===== src/rtl/fpu_pkg.sv =====
// Shared FP compare types, constants and NaN classification helpers.
// Latency: n/a (declarations only).
// Backpressure: n/a.
package fpu_pkg;

    typedef enum logic [1:0] {
        FEQ = 2'b00,
        FLT = 2'b01,
        FLE = 2'b10
    } fcmp_op_t;

    localparam logic [7:0] EXP_MAX  = 8'd255;
    localparam int         QNAN_BIT = 22;

    // Exponent all ones with a non-zero mantissa.
    function automatic logic is_nan(input logic [31:0] x);
        return (x[30:23] == EXP_MAX) && (x[22:0] != 23'd0);
    endfunction

    // Signalling NaN: quiet bit clear.
    function automatic logic is_snan(input logic [31:0] x);
        return is_nan(x) && !x[QNAN_BIT];
    endfunction

endpackage


===== src/rtl/fcmp_core.sv =====
// Single-precision compare (feq/flt/fle) with invalid-operation flag.
// Latency: combinational.
// Backpressure: none; pure function of its inputs.
module fcmp_core (
    input  logic [31:0] x1,
    input  logic [31:0] x2,
    input  logic [1:0]  op,
    output logic        y,
    output logic        nv
);
    import fpu_pkg::*;

    logic any_nan;
    logic any_snan;
    logic both_zero;
    logic mag_lt;
    logic mag_eq;
    logic lt;
    logic eq;

    // Ordering built from magnitude compare plus sign; -0 and +0 collapse to equal.
    always_comb begin
        any_nan   = is_nan(x1) || is_nan(x2);
        any_snan  = is_snan(x1) || is_snan(x2);
        both_zero = (x1[30:0] == 31'd0) && (x2[30:0] == 31'd0);
        mag_lt    = x1[30:0] < x2[30:0];
        mag_eq    = x1[30:0] == x2[30:0];
        eq        = both_zero || (mag_eq && (x1[31] == x2[31]));
        if (both_zero) begin
            lt = 1'b0;
        end else if (x1[31] != x2[31]) begin
            lt = x1[31];
        end else if (x1[31]) begin
            lt = !mag_lt && !mag_eq;
        end else begin
            lt = mag_lt;
        end

        y  = 1'b0;
        nv = 1'b0;
        if (any_nan) begin
            nv = (op == FEQ) ? any_snan : 1'b1;
        end else begin
            case (op)
                FEQ:     y = eq;
                FLT:     y = lt;
                default: y = lt || eq;
            endcase
        end
    end

endmodule


===== src/rtl/fcmp_arbiter.sv =====
// Round-robin shares one fcmp_core among NREQ requesters; result tagged with requester id.
// Latency: 1 cycle from grant to res_valid; one result per cycle sustained.
// Backpressure: no grant while res_valid && !res_ready; a draining slot can be refilled same edge.
module fcmp_arbiter #(
    parameter int NREQ = 4,
    parameter int IDW  = 2
) (
    input  logic                 clk,
    input  logic                 rstn,
    input  logic [NREQ-1:0]      req_valid,
    input  logic [2*NREQ-1:0]    req_op,
    input  logic [32*NREQ-1:0]   req_x1,
    input  logic [32*NREQ-1:0]   req_x2,
    output logic [NREQ-1:0]      req_ready,
    output logic                 res_valid,
    input  logic                 res_ready,
    output logic [IDW-1:0]       res_id,
    output logic                 res_y,
    output logic                 res_nv
);
    import fpu_pkg::*;

    localparam logic [IDW:0] NREQ_W = (IDW+1)'(NREQ);

    logic           free;
    logic           gnt_any;
    logic [IDW-1:0] gnt_id;
    logic [IDW-1:0] rr_ptr;
    logic [IDW-1:0] nxt_ptr;
    logic [IDW:0]   scan_sum;
    logic [31:0]    sel_x1;
    logic [31:0]    sel_x2;
    logic [1:0]     sel_op;
    logic           core_y;
    logic           core_nv;

    assign free    = !res_valid || res_ready;
    assign nxt_ptr = (gnt_id == IDW'(NREQ - 1)) ? '0 : gnt_id + IDW'(1);

    // First valid requester at or after rr_ptr, wrapping modulo NREQ.
    always_comb begin
        gnt_any  = 1'b0;
        gnt_id   = '0;
        scan_sum = '0;
        for (int k = 0; k < NREQ; k++) begin
            scan_sum = {1'b0, rr_ptr} + (IDW+1)'(k);
            if (scan_sum >= NREQ_W) begin
                scan_sum = scan_sum - NREQ_W;
            end
            if (!gnt_any && req_valid[scan_sum[IDW-1:0]]) begin
                gnt_any = 1'b1;
                gnt_id  = scan_sum[IDW-1:0];
            end
        end
    end

    // One-hot ready and operand mux for the selected requester.
    always_comb begin
        req_ready = '0;
        sel_x1    = '0;
        sel_x2    = '0;
        sel_op    = '0;
        for (int i = 0; i < NREQ; i++) begin
            if (gnt_id == IDW'(i)) begin
                req_ready[i] = free && gnt_any;
                sel_x1       = req_x1[32*i +: 32];
                sel_x2       = req_x2[32*i +: 32];
                sel_op       = req_op[2*i +: 2];
            end
        end
    end

    fcmp_core u_core (
        .x1 (sel_x1),
        .x2 (sel_x2),
        .op (sel_op),
        .y  (core_y),
        .nv (core_nv)
    );

    // Result register: load on grant, otherwise drain on res_ready keeping payload.
    always_ff @(posedge clk or negedge rstn) begin
        if (!rstn) begin
            res_valid <= 1'b0;
            res_id    <= '0;
            res_y     <= 1'b0;
            res_nv    <= 1'b0;
            rr_ptr    <= '0;
        end else if (free && gnt_any) begin
            res_valid <= 1'b1;
            res_id    <= gnt_id;
            res_y     <= core_y;
            res_nv    <= core_nv;
            rr_ptr    <= nxt_ptr;
        end else if (res_ready) begin
            res_valid <= 1'b0;
        end
    end

endmodule


===== config.mk =====
export PLATFORM = sky130hd
export DESIGN_NAME = fcmp_arbiter
export DESIGN_NICKNAME = d
export VERILOG_FILES = /design/src/rtl/fpu_pkg.sv /design/src/rtl/fcmp_core.sv /design/src/rtl/fcmp_arbiter.sv
export SDC_FILE = /design/constraint.sdc
export NUM_CORES = 1
export LEC_CHECK = 0
export ABC_AREA = 1
export CAP_MARGIN = 40
export CORE_AREA = 2 2 109 111
export CTS_BUF_LIST = sky130_fd_sc_hd__clkbuf_4 sky130_fd_sc_hd__clkbuf_8 sky130_fd_sc_hd__clkbuf_16
export DETAILED_ROUTE_END_ITERATION = 8
export DIE_AREA = 0 0 111 113
export GPL_ROUTABILITY_DRIVEN = 0
export PLACE_DENSITY = 0.84
export SYNTH_ARGS = -nofsm -noshare
export SYNTH_HDL_FRONTEND = slang
export SYNTH_HIERARCHICAL = 1
export SYNTH_SLANG_ARGS = --single-unit

===== constraint.sdc =====
create_clock -name clk -period 6.3 [get_ports clk]
set_clock_uncertainty 0.2 [all_clocks]
set_input_delay 0.63 -clock clk [delete_from_list [all_inputs] [get_ports clk]]
set_output_delay 0.63 -clock clk [all_outputs]
set_load 0.02 [all_outputs]

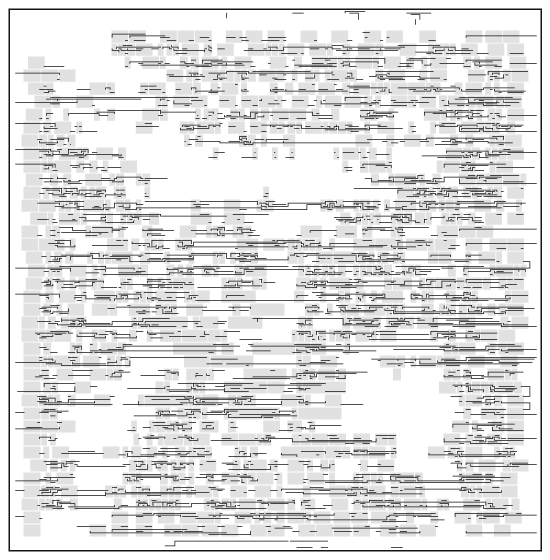
Run 1: M1 wires
Cells faint in the background.
- share of all routed wire: 40%
- longest straight run: 42.8 um
- wire length on this layer: 6580 um
- main direction: horizontal

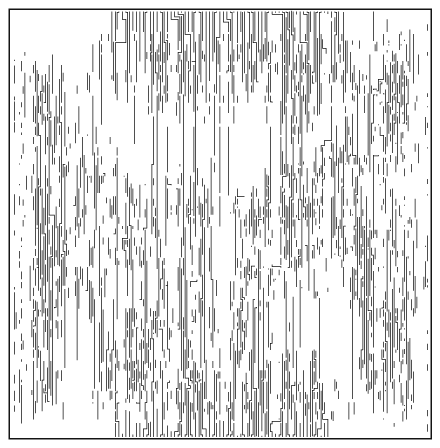
Run 1: M2 wires
- wire length on this layer: 8120 um
- share of all routed wire: 49%
Routed Wire Length: 16400 um
via total after detailed routing: 5815
met2 track utilization from global routing: 46.8%

==> flow_metrics.env, run 1 <==
# implementation run metrics
export IMPL_run_status="finished clean"
export IMPL_ys_async_sr_fraction_pct=100
export IMPL_coreArea_mm2=0.0113
export IMPL_cts_htree_levels=1
export IMPL_post_dp_hpwl_um=13500
export IMPL_gr_usage_all_layers_pct=24.9
export IMPL_synthesis_nets=1071
export IMPL_dp_worst_setup_slack_ns=1.10
export IMPL_clock_tree_from_tritoncts="yes"
export IMPL_achievable_frequency_ghz=0.201
export IMPL_synth_seq_area_share_pct=4.58
export IMPL_hold_path_startpoint="res_y"
export IMPL_final_period_minus_worst_setup_slack_ns=4.98
export IMPL_finalNonFillerCells=1153
export IMPL_grt_antenna_before_repair=0
export IMPL_timing_critical_path_from_type="input pin"
export IMPL_synth_simple_area_share_pct=42.0
export IMPL_postSynthRegisterBits=7
export IMPL_critical_path_arrival_ns=4.94
export IMPL_synth_stat_cells=765
export IMPL_fin_ws_ns=1.32
export IMPL_detailroute_wirelength_met2_um=8120
export IMPL_setup_tns_ns=0
export IMPL_cts_repair_resized=0
export IMPL_worst_setup_hold_path_clk_slew_ns=0.04
export IMPL_timing_critical_path_slowest_stage_cell="buf_4"
export IMPL_yosysTopAreaCell="nand2_1"
export IMPL_via_per_inst=5.04
export IMPL_critical_path_max_stage_delay_ns=0.58
export IMPL_worst_endpoint_required_ns=6.27
export IMPL_final_core_utilization_pct=60.1
export IMPL_worst_skew_pair_late_latency_ns=0.23
export IMPL_maxCapViolCount=0
export IMPL_setup_viol_count_final=0
export IMPL_worst_r2r_endpoint="res_y"
export IMPL_dr_first_iter_drc_count=400
export IMPL_numPortBuffers=279
export IMPL_fin_worst_hold_slack_ns=0.281
export IMPL_rsz0062_at_grt="no"
export IMPL_hold_path_depth=2
export IMPL_die_width_um=111
export IMPL_netlist_instances=765
export IMPL_max_slew_margin_rel_pct=50.2
export IMPL_areaGrowthSynthToFinish_pct=77.3
export IMPL_post_place_cells=1149
export IMPL_cts_hold_fix_buffers=0
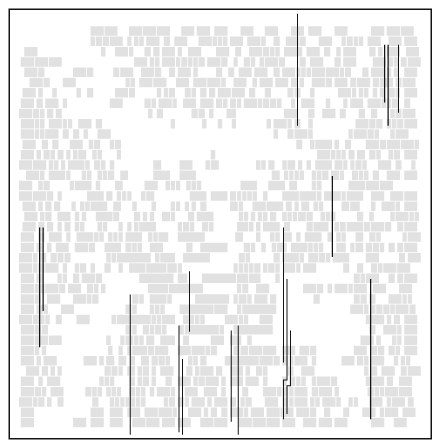
Run 1: met4 routing
Cells faint in the background.
- nets with wire on the layer: 17
- longest straight run: 36.7 um
- main direction: vertical

## run 1: layout make-up
class	instances	area [um^2]	area share [%]
multi-input cells	646	3210	47.3
repair buffers	286	2880	42.5
inverters	67	251	3.71
well taps	143	179	2.64
flip-flops and latches	7	175	2.58
clock buffers	4	82.6	1.22
## run 1: flip-flops by register name (all words and copies together) (netlist names)
name,flops
res_valid,1
rr_ptr,2
res_nv,1
res_y,1
res_id,2
==> run 2: changes to the inputs <==
--- a/config.mk
+++ b/config.mk
@@ -7,12 +7,12 @@
 export LEC_CHECK = 0
 export ABC_AREA = 1
 export CAP_MARGIN = 40
-export CORE_AREA = 2 2 109 111
+export CORE_AREA = 2 2 110 112
 export CTS_BUF_LIST = sky130_fd_sc_hd__clkbuf_4 sky130_fd_sc_hd__clkbuf_8 sky130_fd_sc_hd__clkbuf_16
 export DETAILED_ROUTE_END_ITERATION = 8
-export DIE_AREA = 0 0 111 113
+export DIE_AREA = 0 0 112 114
 export GPL_ROUTABILITY_DRIVEN = 0
-export PLACE_DENSITY = 0.84
+export PLACE_DENSITY = 0.83
 export SYNTH_ARGS = -nofsm -noshare
 export SYNTH_HDL_FRONTEND = slang
 export SYNTH_HIERARCHICAL = 1
==> constraint.sdc (replaced) <==
create_clock -name clk -period 5.05 [get_ports clk]
set_clock_uncertainty 0.2 [all_clocks]
set_input_delay 0.505 -clock clk [delete_from_list [all_inputs] [get_ports clk]]
set_output_delay 0.505 -clock clk [all_outputs]
set_load 0.02 [all_outputs]
==> run 2 against run 1 <==
  * First-iteration DRC count decreased by 25%
  * Non-clock buffer count increased by 2
  * Die area increased by 1.8%
  * Sequential share of layout area about the same
  * Hold slack got worse by 0.0042 ns
  * Critical path depth increased by 4
  * Final area increased by 0.66%
  * Largest cell class unchanged
==> flow_metrics.env, run 2 <==
# implementation run metrics
export IMPL_run_status="finished clean"
export IMPL_worst_setup_hold_path_clk_slew_ns=0.04
export IMPL_setup_viol_count_final=0
export IMPL_hold_path_startpoint="res_id[1]"
export IMPL_reg_top3="res_id: 2 flops, rr_ptr: 2 flops"
export IMPL_post_place_cells=1155
export IMPL_timing_critical_path_slowest_stage_cell="dfrtp_1"
export IMPL_maxCapViolCount=0
export IMPL_max_slew_margin_rel_pct=61.8
export IMPL_areaGrowthSynthToFinish_pct=78.4
export IMPL_worst_skew_pair_late_latency_ns=0.24
export IMPL_critical_path_arrival_ns=4.45
export IMPL_synthesis_nets=1071
export IMPL_timing_critical_path_from_type="register"
export IMPL_final_period_minus_worst_setup_slack_ns=4.52
export IMPL_synth_stat_cells=765
export IMPL_critical_path_max_stage_delay_ns=0.53
export IMPL_finalNonFillerCells=1159
export IMPL_die_width_um=112
export IMPL_dr_first_iter_drc_count=302
export IMPL_cts_hold_fix_buffers=0
export IMPL_worst_r2r_endpoint="res_y"
export IMPL_via_per_inst=5.02
export IMPL_cts_repair_resized=0
export IMPL_gr_usage_all_layers_pct=25.2
export IMPL_numPortBuffers=279
[run 2: cell types whose count changed in the layout (fill, tap and decap cells not counted), sizes merged]
cell  before  now
buf        7    9
[run 2: cell families (layout without fill, tap and decap cells)]
logic type | count (synthesis) | in the layout | synth area share (%)
compound gates | 221 | 221 | 29.6
xor+xnor | 1 | 1 | 0.229
fa+ha+maj | 35 | 35 | 11.5
buf+inv | 112 | 359 | 12.1
flops | 7 | 7 | 4.58
simple gates | 389 | 389 | 42.0
[run 2: area by class of cell]
type	instances	area (um^2)	area share (%)
flip-flops and latches	7	175	2.57
multi-input cells	646	3210	47.0
well taps	147	184	2.70
clock buffers	4	82.6	1.21
inverters	67	251	3.69
repair buffers	288	2920	42.8
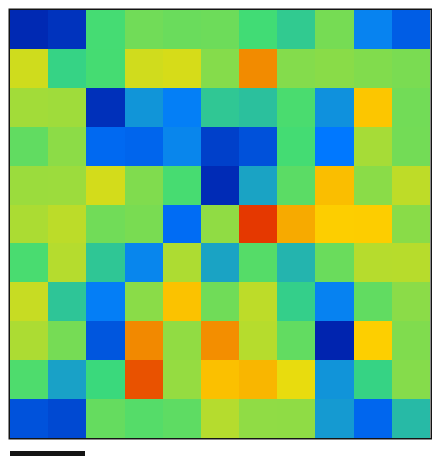
Run 2: cell density map
The bar under the picture is 20 um long. The die is cut into 11 by 11 equal tiles; dark blue is low, red is high, 0 to 100% covered.
- fullest tile: 94%
- mean over tiles: 52%
- densest ninth of the die: south
- tiles over 75% full: 12%
core region area: 0.0117 mm^2
post-layout utilization of the core: 58.3%
Pre-Place Util: 32.6%

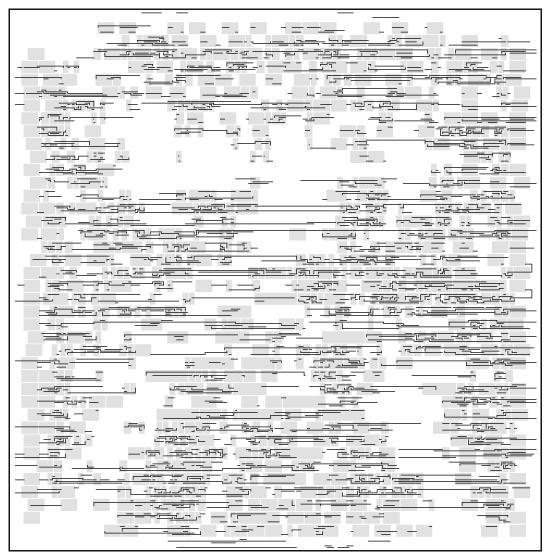
Run 2: M1 wires
Cells faint in the background.
- longest straight run: 52.0 um
- nets with wire on the layer: 1129
- wire length on this layer: 6710 um
- main direction: horizontal

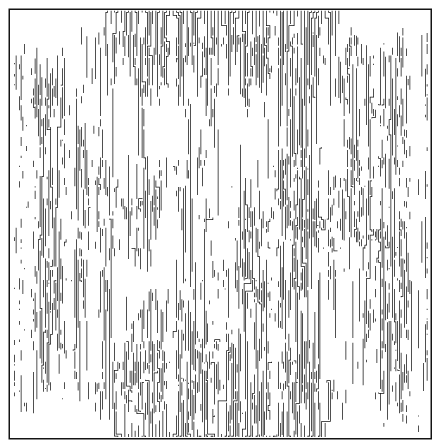
Run 2: M2 wires
- wire length on this layer: 8260 um
- main direction: vertical
- longest straight run: 54.2 um
Routed Wire Length: 17000 um
via total after detailed routing: 5820
met2 track utilization from global routing: 47.3%

